==> src/rtl/freq_div_pkg.sv <==
// Shared encodings for the programmable clock divider: FSM states, output
// modes and the smallest ratio the divider accepts.
package freq_div_pkg;

    typedef enum logic [1:0] {
        ST_IDLE     = 2'd0,
        ST_RUN      = 2'd1,
        ST_STOPPING = 2'd2
    } state_e;

    localparam logic MODE_DUTY50 = 1'b0;
    localparam logic MODE_PULSE  = 1'b1;

    localparam int unsigned RATIO_MIN = 2;

endpackage

==> src/rtl/freq_div_core.sv <==
// Period counter and registered divider outputs. The active ratio/mode are
// only replaced when the controller asks for it, at a period boundary or while parked.
module freq_div_core
    import freq_div_pkg::*;
#(
    parameter int unsigned CNT_W         = 16,
    parameter int unsigned DEFAULT_RATIO = 2,
    parameter logic        DEFAULT_MODE  = MODE_DUTY50
) (
    input  logic             inClk,
    input  logic             reset,
    input  logic             park_i,
    input  logic             apply_i,
    input  logic [CNT_W-1:0] new_ratio_i,
    input  logic             new_mode_i,
    output logic             wrap_o,
    output logic             out_clk_o,
    output logic             out_pulse_o
);

    localparam int unsigned      EXT_W     = CNT_W + 1;
    localparam logic [CNT_W-1:0] CNT_ONE   = CNT_W'(1);
    localparam logic [EXT_W-1:0] EXT_ONE   = EXT_W'(1);
    localparam logic [CNT_W-1:0] RST_RATIO = CNT_W'(DEFAULT_RATIO);

    logic [CNT_W-1:0] ratio_q, ratio_d;
    logic             mode_q, mode_d;
    logic [CNT_W-1:0] cnt_q, cnt_d;
    logic             out_clk_q, out_clk_d;
    logic             out_pulse_q, out_pulse_d;
    logic [EXT_W-1:0] ratio_ext;
    logic [EXT_W-1:0] high_d;

    assign wrap_o = (cnt_q == ratio_q - CNT_ONE);

    always_comb begin
        // NOTE: every combinational output is given a default first so no
        // path through the block leaves it unassigned (which would infer a latch).
        ratio_d = ratio_q;
        mode_d  = mode_q;
        if (apply_i) begin
            ratio_d = new_ratio_i;
            mode_d  = new_mode_i;
        end
    end

    // High time uses one extra bit so (N+1) cannot overflow at the largest N.
    always_comb begin
        ratio_ext = {1'b0, ratio_d};
        high_d    = (mode_d == MODE_PULSE) ? EXT_ONE : ((ratio_ext + EXT_ONE) >> 1);
    end

    always_comb begin
        cnt_d       = cnt_q;
        out_clk_d   = 1'b0;
        out_pulse_d = 1'b0;
        if (park_i) begin
            cnt_d = ratio_d - CNT_ONE;
        end else begin
            cnt_d       = wrap_o ? '0 : cnt_q + CNT_ONE;
            out_clk_d   = ({1'b0, cnt_d} < high_d);
            out_pulse_d = (cnt_d == '0);
        end
    end

    // NOTE: sequential state is updated with non-blocking assignments so all
    // registers sample their next values from the same pre-edge snapshot.
    always_ff @(posedge inClk or posedge reset) begin
        if (reset) begin
            ratio_q     <= RST_RATIO;
            mode_q      <= DEFAULT_MODE;
            cnt_q       <= RST_RATIO - CNT_ONE;
            out_clk_q   <= 1'b0;
            out_pulse_q <= 1'b0;
        end else begin
            ratio_q     <= ratio_d;
            mode_q      <= mode_d;
            cnt_q       <= cnt_d;
            out_clk_q   <= out_clk_d;
            out_pulse_q <= out_pulse_d;
        end
    end

    assign out_clk_o   = out_clk_q;
    assign out_pulse_o = out_pulse_q;

endmodule

==> src/rtl/freq_divider_prog.sv <==
// Programmable integer clock divider: run/stop state machine, single-entry
// config buffer behind a valid/ready port, and the counter core.
module freq_divider_prog
    import freq_div_pkg::*;
#(
    parameter int unsigned CNT_W         = 16,
    parameter int unsigned DEFAULT_RATIO = 2,
    parameter logic        DEFAULT_MODE  = MODE_DUTY50
) (
    input  logic             inClk,
    input  logic             reset,
    input  logic             enable,
    input  logic             cfg_valid,
    input  logic [CNT_W-1:0] cfg_ratio,
    input  logic             cfg_mode,
    output logic             cfg_ready,
    output logic             cfg_err,
    output logic             outClk,
    output logic             outPulse,
    output logic             busy
);

    localparam logic [CNT_W-1:0] RATIO_MIN_C = CNT_W'(RATIO_MIN);

    state_e           state_q, state_d;
    logic             pend_valid_q, pend_valid_d;
    logic [CNT_W-1:0] pend_ratio_q, pend_ratio_d;
    logic             pend_mode_q, pend_mode_d;
    logic             cfg_err_q, cfg_err_d;

    logic wrap;
    logic park;
    logic apply;
    logic cfg_fire;
    logic cfg_legal;

    assign cfg_ready = !pend_valid_q;
    assign cfg_fire  = cfg_valid & cfg_ready;
    assign cfg_legal = (cfg_ratio >= RATIO_MIN_C);

    // A parked divider takes new settings at once; a running one only at a wrap.
    assign apply = pend_valid_q & ((state_q == ST_IDLE) | wrap);

    always_comb begin
        state_d = state_q;
        park    = 1'b0;
        case (state_q)
            ST_IDLE: begin
                park = 1'b1;
                if (enable) begin
                    state_d = ST_RUN;
                end
            end
            ST_RUN: begin
                if (!enable) begin
                    // A ratio change landing on this wrap still gets its full period.
                    if (wrap && !pend_valid_q) begin
                        state_d = ST_IDLE;
                        park    = 1'b1;
                    end else begin
                        state_d = ST_STOPPING;
                    end
                end
            end
            ST_STOPPING: begin
                if (enable) begin
                    state_d = ST_RUN;
                end else if (wrap) begin
                    state_d = ST_IDLE;
                    park    = 1'b1;
                end
            end
            default: begin
                state_d = ST_IDLE;
                park    = 1'b1;
            end
        endcase
    end

    always_comb begin
        pend_valid_d = pend_valid_q;
        pend_ratio_d = pend_ratio_q;
        pend_mode_d  = pend_mode_q;
        cfg_err_d    = 1'b0;
        if (apply) begin
            pend_valid_d = 1'b0;
        end
        if (cfg_fire) begin
            if (cfg_legal) begin
                pend_valid_d = 1'b1;
                pend_ratio_d = cfg_ratio;
                pend_mode_d  = cfg_mode;
            end else begin
                cfg_err_d = 1'b1;
            end
        end
    end

    always_ff @(posedge inClk or posedge reset) begin
        if (reset) begin
            state_q      <= ST_IDLE;
            pend_valid_q <= 1'b0;
            pend_ratio_q <= '0;
            pend_mode_q  <= MODE_DUTY50;
            cfg_err_q    <= 1'b0;
        end else begin
            state_q      <= state_d;
            pend_valid_q <= pend_valid_d;
            pend_ratio_q <= pend_ratio_d;
            pend_mode_q  <= pend_mode_d;
            cfg_err_q    <= cfg_err_d;
        end
    end

    assign cfg_err = cfg_err_q;
    assign busy    = (state_q != ST_IDLE);

    freq_div_core #(
        .CNT_W         (CNT_W),
        .DEFAULT_RATIO (DEFAULT_RATIO),
        .DEFAULT_MODE  (DEFAULT_MODE)
    ) u_core (
        .inClk       (inClk),
        .reset       (reset),
        .park_i      (park),
        .apply_i     (apply),
        .new_ratio_i (pend_ratio_q),
        .new_mode_i  (pend_mode_q),
        .wrap_o      (wrap),
        .out_clk_o   (outClk),
        .out_pulse_o (outPulse)
    );

endmodule

==> config.mk <==
export PLATFORM = sky130hd
export DESIGN_NAME = freq_divider_prog
export DESIGN_NICKNAME = d
export VERILOG_FILES = /design/src/rtl/freq_div_pkg.sv /design/src/rtl/freq_div_core.sv /design/src/rtl/freq_divider_prog.sv
export SDC_FILE = /design/constraint.sdc
export NUM_CORES = 1
export LEC_CHECK = 0
export ABC_AREA = 1
export CAP_MARGIN = 5
export CORE_ASPECT_RATIO = 1.75
export CORE_MARGIN = 4
export CORE_UTILIZATION = 65
export CTS_CLUSTER_DIAMETER = 60
export DETAILED_ROUTE_END_ITERATION = 16
export DONT_BUFFER_PORTS = 1
export PLACE_DENSITY = 0.93
export SLEW_MARGIN = 20
export SYNTH_ARGS = -nofsm -noshare
export SYNTH_HDL_FRONTEND = slang
export SYNTH_SLANG_ARGS = --single-unit
==> constraint.sdc <==
create_clock -name inClk -period 5.05 [get_ports inClk]
set_clock_uncertainty 0.1 [all_clocks]
set_input_delay 1.01 -clock inClk [delete_from_list [all_inputs] [get_ports inClk]]
set_output_delay 1.01 -clock inClk [all_outputs]
set_load 0.1 [all_outputs]
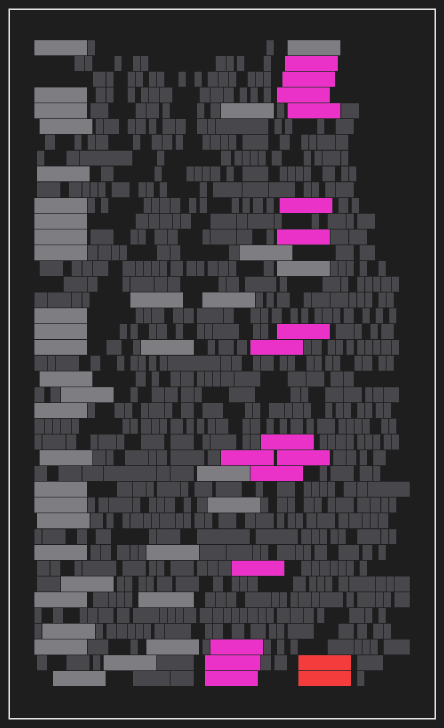
run_1/ff_map.png
Other sequential cells in the stronger gray, the rest of the logic in the fainter gray.
signal	color	sequential cells
`state_q`	red	2
`u_core.cnt_q`	magenta	16
not colored	38

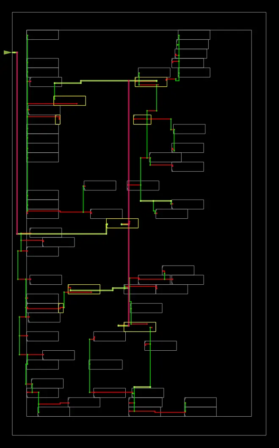
run_1/clock_nets.png
total clock buffers created by CTS: 5

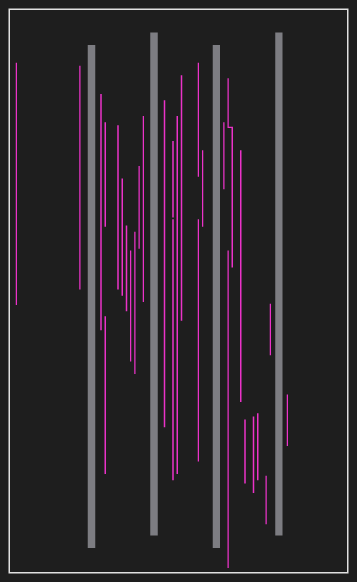
run_1/m4.png
Supply wires on this layer in gray.
share of all routed wire	7.5%
main direction	vertical
longest straight run	77.5 µm
nets with wire on the layer	28

==> flow_metrics.py, run 1 <==
# Metrics from the implementation run
metrics = {
    "timing": {
        "rsz0062_at_grt": "false",
        "report.final.hold_viol_count": 0,
        "finalSetupTns_ps": 0,
        "worst_pin_slew_ps": 968,
        "postLayoutSetupSlackWorst_ps": 362,
        "slew_headroom_pct": 35.5,
    },
    "setup_path": {
        "setup.worst_path.start_class": "flop",
        "worst_setup_path_startpoint": "u_core.ratio_q[1]$_DFF_PP1_",
        "worstPathArrival_ps": 4750,
        "critPathKind": "reg2reg",
    },
    "floorplanning": {
        "coreArea_um2": 7230,
        "floorplan.die_area_um2": 8940,
    },
    "synthesis": {
        "simple_gate_share_pct": 42.9,
        "async_flop_share_pct": 100,
        "synth_flops": 56,
        "synth-adder-area-share_pct": 5.95,
        "synth.yosys.num_cells": 688,
        "avgSynthCellArea_um2": 7.03,
        "top_logic_kind": "simple AND/OR/NAND/NOR gates",
    },
    "status": {
        "run_status": "finished clean",
    },
    "drt": {
        "ant_nets": 0,
        "route.detailed.drc": 0,
        "route.detailed.vias_per_inst": 6.05,
    },
    "worst_hold_path": {
        "hold_path.class": "reg2reg",
        "min_path_cells": 1,
    },
    "final_layout": {
        "sh_comb_area_pct": 60.1,
        "fillers": 596,
        "layout_top_cells_excl_fill_tap": "sky130_fd_sc_hd__nand2_1, sky130_fd_sc_hd__nor2_1, sky130_fd_sc_hd__inv_1, sky130_fd_sc_hd__nand3_1, sky130_fd_sc_hd__dfrtp_1",
        "dominant-cell-class": "combinational gates",
    },
    "clock_tree": {
        "clock_sinks": 56,
        "cts_hold_buffers": 0,
    },
    "placement": {
        "dp_hpwl_um": 10900,
    },
    "global_route": {
        "grt_use_met1_pct": 35.1,
        "met3_usage_pct": 3.80,
    },
    "run": {
        "openroad.warnings": 30,
    },
}
-- run 1: flip-flops by register name, indices dropped and copies added, names as in the netlist --
register,cells
u_core.out_clk_o,1
pend_valid_q,1
pend_mode_q,1
pend_ratio_q,16
u_core.cnt_q,16
u_core.ratio_q,16
u_core.mode_q,1
state_q,2
u_core.out_pulse_o,1
cfg_err,1
-- run 1: per-stage QoR --
| stage | utilization (%) | area [µm²] |
|---|---|---|
| finish | 69.7 | 5040 |
| global placement | 67.5 | 4880 |
| CTS | 69.5 | 5030 |
| global route | 69.7 | 5040 |
| floorplan | - | 4840 |
| detailed placement | 67.5 | 4880 |
-- run 1: synth_stat cells, types with 2 or more instances --
library cell,count,area (µm²)
sky130_fd_sc_hd__a21oi_1,19,95.1
sky130_fd_sc_hd__a31oi_1,4,25.0
sky130_fd_sc_hd__buf_2,6,30.0
sky130_fd_sc_hd__buf_6,5,56.3
sky130_fd_sc_hd__clkbuf_1,4,15.0
sky130_fd_sc_hd__dfrtp_1,54,1350
sky130_fd_sc_hd__dfstp_2,2,52.6
sky130_fd_sc_hd__ha_1,23,288
sky130_fd_sc_hd__inv_1,74,278
sky130_fd_sc_hd__inv_2,9,33.8
sky130_fd_sc_hd__mux2_2,10,113
sky130_fd_sc_hd__nand2_1,172,646
sky130_fd_sc_hd__nand2_2,20,125
sky130_fd_sc_hd__nand2_4,10,113
sky130_fd_sc_hd__nand3_1,68,340
sky130_fd_sc_hd__nand3_2,2,20.0
sky130_fd_sc_hd__nand3_4,2,35.0
sky130_fd_sc_hd__nand3b_1,8,60.1
sky130_fd_sc_hd__nand4_1,23,144
sky130_fd_sc_hd__nor2_1,79,297
sky130_fd_sc_hd__nor2_2,5,31.3
sky130_fd_sc_hd__nor2_4,6,67.6
sky130_fd_sc_hd__nor3_1,11,55.1
sky130_fd_sc_hd__nor3_2,2,20.0
sky130_fd_sc_hd__nor3b_1,2,15.0
sky130_fd_sc_hd__nor4_1,6,37.5
sky130_fd_sc_hd__o21ai_0,13,65.1
sky130_fd_sc_hd__o21ai_1,6,30.0
sky130_fd_sc_hd__o21ai_2,3,26.3
sky130_fd_sc_hd__o31ai_1,3,22.5
sky130_fd_sc_hd__xnor2_1,5,43.8
sky130_fd_sc_hd__xor2_1,19,166
-- run 1: final timing paths --
check / to / slack, ps
worst max-delay path: u_core.out_clk_o$_DFF_PP0_ / 360
worst min-delay path: pend_ratio_q[11]$_DFFE_PP0P_ / 410
worst max register to register: u_core.out_clk_o$_DFF_PP0_ / 360
worst min register to register: pend_ratio_q[11]$_DFFE_PP0P_ / 410
max in group asynchronous: pend_mode_q$_DFFE_PP0P_ / 3710
min in group asynchronous: pend_ratio_q[1]$_DFFE_PP0P_ / 690
==> run 2, diff against run 1 <==
CORE_MARGIN = 2   (was 4)
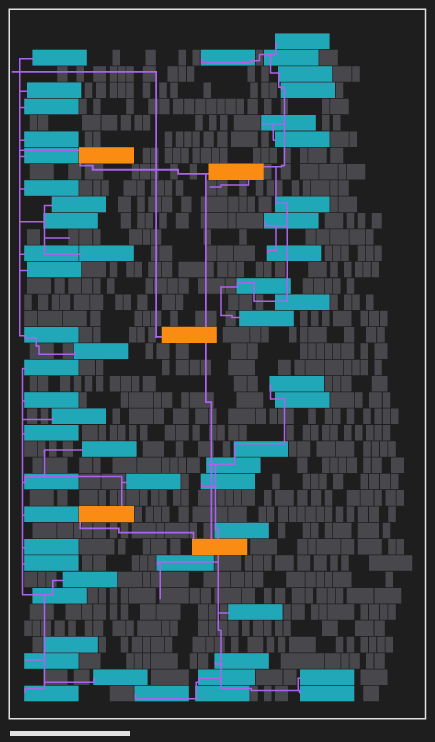
run_2/clock_wires.png
The bar under the picture is 20 µm long.
[flip-flops] cyan | count: 56
[clock wires] purple | length: 670 µm
[clock-net drivers] orange | count: 5
flops lie	widely spread

==> flow_metrics.py, run 2 <==
# Metrics from the implementation run
metrics = {
    "clock_tree": {
        "cts_hold_buffers": 0,
        "cts-buffers-inserted": 5,
        "clock_sinks": 56,
    },
    "drt": {
        "route.detailed.drc": 0,
        "route.detailed.vias_per_inst": 6.01,
    },
    "setup_path": {
        "rrSetupSlack_ps": 380,
        "setup.worst_path.start_class": "flop",
        "worstPathArrival_ps": 4800,
        "critPathKind": "reg2reg",
    },
    "timing": {
        "finalSetupTns_ps": 0,
        "finalMaxSlewViolations": 0,
        "report.final.hold_viol_count": 0,
        "worst_pin_slew_ps": 962,
        "rsz0062_at_grt": "false",
    },
    "worst_hold_path": {
        "hold_path.class": "reg2reg",
    },
    "synthesis": {
        "netlist_top_cells_area": "sky130_fd_sc_hd__dfrtp_1, sky130_fd_sc_hd__nand2_1, sky130_fd_sc_hd__nand3_1",
        "avgSynthCellArea_um2": 7.03,
        "synth_flops": 56,
        "async_flop_share_pct": 100,
        "syn_inst": 688,
        "synth.most_common_cell": "sky130_fd_sc_hd__nand2_1",
    },
    "floorplanning": {
        "floorplan.die_area_um2": 8170,
        "placementRows": 41,
        "coreArea_um2": 7230,
    },
    "status": {
        "run_status": "finished clean",
    },
    "final_layout": {
        "biggest_regs": "pend_ratio_q: 16 flops, u_core.cnt_q: 16 flops, u_core.ratio_q: 16 flops",
        "stdcell_area_um2": 5030,
        "layout_top_cells_excl_fill_tap": "sky130_fd_sc_hd__nand2_1, sky130_fd_sc_hd__nor2_1, sky130_fd_sc_hd__inv_1, sky130_fd_sc_hd__nand3_1, sky130_fd_sc_hd__dfrtp_1",
    },
    "placement": {
        "detailed_place.area_um2": 4880,
    },
}
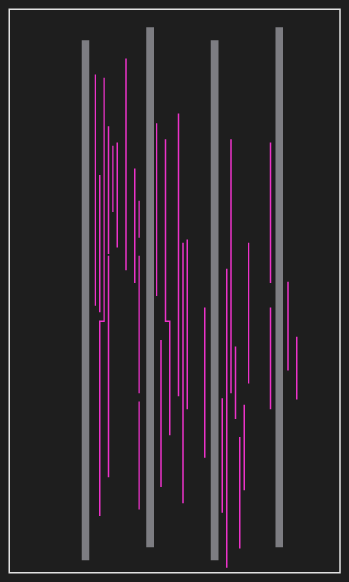
run_2/m4.png
Supply wires on this layer in gray.
main direction	vertical
longest straight run	62.6 µm
share of all routed wire	7.6%
nets with wire on the layer	29
wire length on this layer	1020 µm

run 2: cell counts after synthesis:
Identical to the previous run, type by type.
run 2: final timing paths:
| path | from | endpoint | cells past startpoint |
|---|---|---|---|
| worst max-delay path | u_core.ratio_q[5]$_DFF_PP0_ | u_core.out_clk_o$_DFF_PP0_ | 33 |
| worst min-delay path | pend_ratio_q[0]$_DFFE_PP0P_ | pend_ratio_q[0]$_DFFE_PP0P_ | 1 |
| worst max register to register | u_core.ratio_q[5]$_DFF_PP0_ | u_core.out_clk_o$_DFF_PP0_ | 33 |
| worst min register to register | pend_ratio_q[0]$_DFFE_PP0P_ | pend_ratio_q[0]$_DFFE_PP0P_ | 1 |
| max in group asynchronous | reset | u_core.out_pulse_o$_DFF_PP0_ | 2 |
| min in group asynchronous | reset | u_core.ratio_q[2]$_DFF_PP0_ | 2 |
run 2: kinds of logic (layout without fill, tap and decap cells):
kind of cell    count (synthesis)  count (layout)  share of synthesized area, %
simple gates                  421             421                          42.9
compound gates                 55              55                          6.83
flops                          56              56                          29.0
xor+xnor                       24              24                          4.35
buf+inv                        99              97                          8.62
mux                            10              10                          2.33
fa+ha+maj                      23              23                          5.95
run 2: per-stage QoR:
stage          utilization (%)  worst slack, ps  hold WS, ps
2_1_floorplan                -             1050          378
3_3_place_gp              67.5              590          396
3_5_place_dp              67.5              413          398
4_1_cts                   69.5              377          416
5_1_grt                   69.5             28.2          431
6_report                  69.5              375          413
run 2: routing by layer:
| metal | track usage, % | vias up | wire, µm |
|---|---|---|---|
| met5 | 0 | - | 0 |
| met2 | 60.3 | 189 | 6950 |
| met4 | 22.5 | 0 | 1020 |
| li1 | - | 2238 | - |
| met3 | 3.17 | 63 | 705 |
| met1 | 35.2 | 2151 | 4650 |
run 2: timing repair:
action                     in CTS  in global routing
setup buffers                   0                  0
gates resized                   0                  2
setup endpoints to repair       0                  1
run 2: cell type report:
type	count	area [µm²]
Inverter	84	315
Clock inverter	2	10.0
Tap cell	86	108
Fill cell	619	2200
Multi-Input combinational cell	533	3020
Sequential cell	56	1400
Timing Repair Buffer	5	37.5
Clock buffer	6	139
